**Metal layers overlaid**

(4 px per um) Only two layers are drawn.
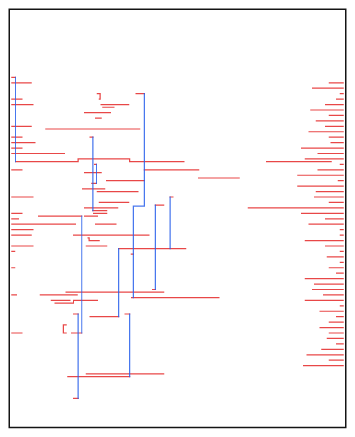
**Where the registers sit**

(6 px per um) Other sequential cells in the stronger gray, the rest of the logic in the fainter gray.
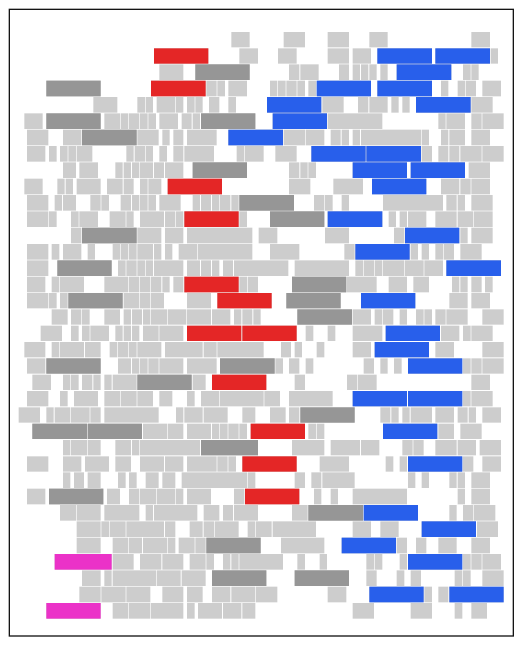
**Cell outlines without signal wires**

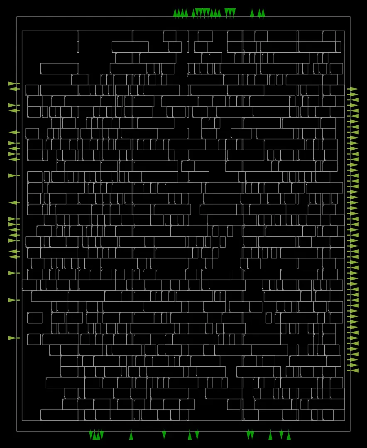
==> config.mk <==
export PLATFORM = sky130hd
export DESIGN_NAME = fetch_unit
export DESIGN_NICKNAME = d
export VERILOG_FILES = /design/src/rtl/fetch_unit.sv
export SDC_FILE = /design/constraint.sdc
export NUM_CORES = 1
export LEC_CHECK = 0
export ABC_AREA = 1
export CORE_ASPECT_RATIO = 1.25
export CORE_UTILIZATION = 40
export DETAILED_ROUTE_END_ITERATION = 8
export GPL_ROUTABILITY_DRIVEN = 0
export PLACE_DENSITY_LB_ADDON = 0.25
export RECOVER_POWER = 100
export SLEW_MARGIN = 25
export SYNTH_ARGS = -nofsm -noshare
export SYNTH_HDL_FRONTEND = slang
export SYNTH_SLANG_ARGS = --single-unit
==> constraint.sdc <==
create_clock -name clock -period 1.4 [get_ports clock]
set_input_delay 0.35 -clock clock [delete_from_list [all_inputs] [get_ports clock]]
set_output_delay 0.35 -clock clock [all_outputs]
set_load 0.005 [all_outputs]
==> src/rtl/fetch_unit.sv <==
// Instruction fetch front end: PC register, one in-flight synchronous imem request, registered output to decode.
// Define FETCH_SKID_EN to keep the in-flight response in a skid register across a stall (no bubble on release).
module fetch_unit #(
  parameter logic [11:0] RESET_PC = 12'd0
) (
  input  logic        clock,
  input  logic        reset,
  input  logic        stall,
  input  logic        redirect,
  input  logic [11:0] redirect_pc,
  output logic [11:0] address_imem,
  input  logic [31:0] q_imem,
  output logic [31:0] insn,
  output logic [11:0] insn_pc,
  output logic        insn_valid
);

  typedef enum logic [1:0] {
    ST_FILL  = 2'd0,
    ST_RUN   = 2'd1,
    ST_STALL = 2'd2
  } state_e;

  state_e      state_q, state_d;
  logic [11:0] pc_q, pc_d;
  logic        req_v_q, req_v_d;
  logic [11:0] req_pc_q, req_pc_d;
  logic [31:0] insn_q, insn_d;
  logic [11:0] insn_pc_q, insn_pc_d;
  logic        insn_valid_q, insn_valid_d;
`ifdef FETCH_SKID_EN
  logic        skid_v_q, skid_v_d;
  logic [31:0] skid_insn_q, skid_insn_d;
  logic [11:0] skid_pc_q, skid_pc_d;
`endif

  // A stall only matters while decode actually has something to hold.
  logic stall_hit;
  assign stall_hit = stall & insn_valid_q;

  always_ff @(posedge clock or negedge reset) begin
    if (!reset) state_q <= ST_FILL;
    else        state_q <= state_d;
  end

  always_comb begin
    state_d = state_q;
    if (redirect) begin
      state_d = ST_FILL;
    end else begin
      unique case (state_q)
        ST_FILL:  if (req_v_q)   state_d = ST_RUN;
        ST_RUN:   if (stall_hit) state_d = ST_STALL;
        ST_STALL: if (!stall)    state_d = ST_RUN;
        default:                 state_d = ST_FILL;
      endcase
    end
  end

  always_comb begin
    pc_d         = pc_q;
    req_v_d      = req_v_q;
    req_pc_d     = req_pc_q;
    insn_d       = insn_q;
    insn_pc_d    = insn_pc_q;
    insn_valid_d = insn_valid_q;
`ifdef FETCH_SKID_EN
    skid_v_d     = skid_v_q;
    skid_insn_d  = skid_insn_q;
    skid_pc_d    = skid_pc_q;
`endif
    if (redirect) begin
      pc_d         = redirect_pc;
      req_v_d      = 1'b0;
      insn_valid_d = 1'b0;
`ifdef FETCH_SKID_EN
      skid_v_d     = 1'b0;
`endif
    end else begin
      unique case (state_q)
        ST_FILL, ST_RUN: begin
          if ((state_q == ST_RUN) && stall_hit) begin
            req_v_d = 1'b0;
`ifdef FETCH_SKID_EN
            skid_v_d    = req_v_q;
            skid_insn_d = q_imem;
            skid_pc_d   = req_pc_q;
`else
            // The response now arriving is dropped; rewind so it is fetched again.
            if (req_v_q) pc_d = req_pc_q;
`endif
          end else begin
            insn_valid_d = req_v_q;
            if (req_v_q) begin
              insn_d    = q_imem;
              insn_pc_d = req_pc_q;
            end
            req_v_d  = 1'b1;
            req_pc_d = pc_q;
            pc_d     = pc_q + 12'd1;
          end
        end
        ST_STALL: begin
          if (!stall) begin
`ifdef FETCH_SKID_EN
            insn_valid_d = skid_v_q;
            if (skid_v_q) begin
              insn_d    = skid_insn_q;
              insn_pc_d = skid_pc_q;
            end
            skid_v_d = 1'b0;
`else
            insn_valid_d = 1'b0;
`endif
            req_v_d  = 1'b1;
            req_pc_d = pc_q;
            pc_d     = pc_q + 12'd1;
          end
        end
        default: ;
      endcase
    end
  end

  always_ff @(posedge clock or negedge reset) begin
    if (!reset) begin
      pc_q         <= RESET_PC;
      req_v_q      <= 1'b0;
      req_pc_q     <= '0;
      insn_q       <= '0;
      insn_pc_q    <= '0;
      insn_valid_q <= 1'b0;
`ifdef FETCH_SKID_EN
      skid_v_q     <= 1'b0;
      skid_insn_q  <= '0;
      skid_pc_q    <= '0;
`endif
    end else begin
      pc_q         <= pc_d;
      req_v_q      <= req_v_d;
      req_pc_q     <= req_pc_d;
      insn_q       <= insn_d;
      insn_pc_q    <= insn_pc_d;
      insn_valid_q <= insn_valid_d;
`ifdef FETCH_SKID_EN
      skid_v_q     <= skid_v_d;
      skid_insn_q  <= skid_insn_d;
      skid_pc_q    <= skid_pc_d;
`endif
    end
  end

  assign address_imem = pc_q;
  assign insn         = insn_q;
  assign insn_pc      = insn_pc_q;
  assign insn_valid   = insn_valid_q;

endmodule
==> notes.md <==
State of the implementation.

- The script parses the final routing iteration and logs DRC violations as 0.
- The cell that appears most often on the critical path is buf_4.
- Pin placement for this block handled about 110 I/O pins.
- The final number of max-transition violations is 0, for reference.
- For this run, the script counts the antenna cells in the layout as 0.
- The clock skew is 8.78 ps, for reference.
- The power density of the placed cells is 1180 nW/um^2, for reference.
- For reference, the final report shows the hold violation count at 0.
- The post-place setup slack is -449 ps, for reference.
- The fraction of the mapped netlist area in simple logic gates is 0.298, for reference.
- The number of buffers on the longest clock path is 2, for reference.
- Among cell families on the critical path, the largest total delay comes from buffers and inverters.
- The via count of the first global-routing pass was around 3300.
- Entering global routing, the biggest net connects 39 pins.
- Port buffering added ~100 buffers.
- After synthesis, the share of cell area in mux cells is 0.
- The checks that failed: negative setup slack.
- The largest non-sequential cell family by area is simple AND/OR/NAND/NOR gates, for reference.
- Setup repair after global routing could not meet its margin everywhere.
- The vertical extent of the die is about 100 um, for reference.
- Clock-pin slew was measured on the worst setup and hold paths at 80 ps.
- The synthesis-to-finish area growth is 67.8%, for reference.
- The synthesized design contains 0 enable-type register cells.
- The flow ran to the end, but the final reports show violations.
- The average cell area after synthesis is 8.15 sq um, for reference.
- Among all stages on the critical path, the largest delay is contributed by dfrtp_2.
- In the final report, the number of endpoints failing setup comes to 63.
- The final timing report gives a worst setup slack of -110 ps.
- Sorting the synthesized cells by area gives the leading types as dfrtp_1 (54%), nand2_1 (17%), nand3_1 (7.9%), o21ai_1 (3.3%), inv_1 (2.8%).
- The worst VDD IR drop from the latest analysis is a little over 600 uV.
- The floorplan step set the die width to 83.8 um.
- STA classifies the critical path endpoint as a flop.
- The total number of yosys warnings is 0, for reference.
- The cell area after layout is around 5600 sq um, for reference.
- On the worst path, the slowest cell contributes a delay of ~430 ps.
- The DRC marker count from the first detailed-route iteration is around 190, for reference.
About 'metal layers overlaid':
metal 3: in red, wire length 756 um. metal 4: in blue, wire length 215 um.
Via Count: 3461
Routed WL per cell: 16.2 um
final routed wirelength across all metal layers: 10900 um
global-route usage over all layers: 0.232

About 'where the registers sit':
`state_q`: in magenta, placed flops 2. `insn`: in blue, placed flops 32, where a column on the right. `req_pc_q`: in red, placed flops 12.
Another 26 sequential cells are not colored.
proportion of cell area occupied by registers: 0.322
fraction of the core area covered by cells at the end of the flow: 0.708
total sequential power: 2680 uW
sequential cell area in the final layout: 1800 sq um

About 'cell outlines without signal wires':
Post-Layout Cell Count: 672
inserted tap cell count: 95

==> registers in the layout, indices dropped and copies added, names as in the netlist <==
| signal | flops |
|---|---|
| insn | 32 |
| address_imem | 12 |
| insn_pc | 12 |
| req_pc_q | 12 |
| state_q | 2 |
| insn_valid | 1 |
| req_v_q | 1 |
==> metrics by stage <==
step	hold WS, ps	utilization	std cells	setup TNS (ps)
global route	336	0.708	672	-5900
global placement	430	0.591	625	-24090
finish	246	0.708	672	-1980
floorplan	54.4	-	410	0
detailed placement	438	0.591	625	-25840
CTS	59.6	0.650	661	-74.3
==> layout make-up <==
| type | count | area (sq um) |
|---|---|---|
| repair buffers | 171 | 1730 |
| repair inverters | 1 | 7.51 |
| multi-input cells | 287 | 1590 |
| clock inverters | 5 | 78.8 |
| well taps | 95 | 119 |
| inverters | 30 | 130 |
| fillers | 601 | 2320 |
| clock buffers | 11 | 151 |
| flip-flops and latches | 72 | 1800 |
==> power by group <==
| group | internal (uW) | switching (uW) |
|---|---|---|
| combinational | 1060 | 999 |
| sequential | 2440 | 236 |
| clock | 1100 | 792 |
| total | 4600 | 2030 |
==> path summary, 6_finish.rpt <==
check | start | endpoint | slack [ps] | cells after the start
setup reg to reg | state_q[1] | req_pc_q[1] | -110 | 9
hold / removal | reset | insn[24] | 250 | 2
setup / recovery | state_q[1] | req_pc_q[1] | -110 | 9
max in group asynchronous | reset | address_imem[2] | 550 | 2
hold reg to reg | insn_pc[7] | insn_pc[7] | 470 | 2
min in group clock | insn_pc[7] | insn_pc[7] | 470 | 2
==> cells by family (layout without fill, tap and decap cells) <==
family	count (synthesis)	after routing
DFF	72	72
buffers and inverters	51	218
xor gates and xnor gates	2	2
adders and majority gates	1	1
AOI/OAI and AO/OA	49	49
and+or+nand+nor	235	235
==> layer usage <==
| metal | vias to the layer above | global-route usage | part of all wire |
|---|---|---|---|
| li1 | 1636 | - | - |
| met1 | 1656 | 0.295 | 0.40 |
| met2 | 146 | 0.398 | 0.51 |
| met3 | 23 | 0.0516 | 0.069 |
| met4 | 0 | 0.0630 | 0.020 |
| met5 | - | 0 | 0 |
==> cells in the final DEF, fill, tap and decap left out, types with 2 or more instances in the layout <==
cell	n
a21oi_1	2
a21oi_2	4
buf_12	3
buf_16	2
buf_4	33
buf_6	20
buf_8	3
bufinv_16	2
clkbuf_16	5
clkbuf_2	2
clkbuf_8	11
clkdlybuf4s15_1	4
clkdlybuf4s50_1	44
clkinv_2	2
dfrtp_1	70
dfrtp_2	2
dlygate4sd2_1	54
inv_1	24
inv_2	2
inv_4	2
nand2_1	135
nand2_2	9
nand2_4	4
nand2_8	4
nand3_1	50
nand3_2	3
nand3_4	2
nand4_1	2
nor2_1	12
nor2_2	3
nor2_4	9
o211ai_1	3
o21ai_0	8
o21ai_1	18
o21ai_2	10
or2_2	2
==> repair_timing <==
item	CTS	global route
pin swaps	15	19
setup endpoints to repair	107	73
resized	100	73
buffers inserted	19	5
gates cloned	3	6
Power and IR drop assume default switching activity.
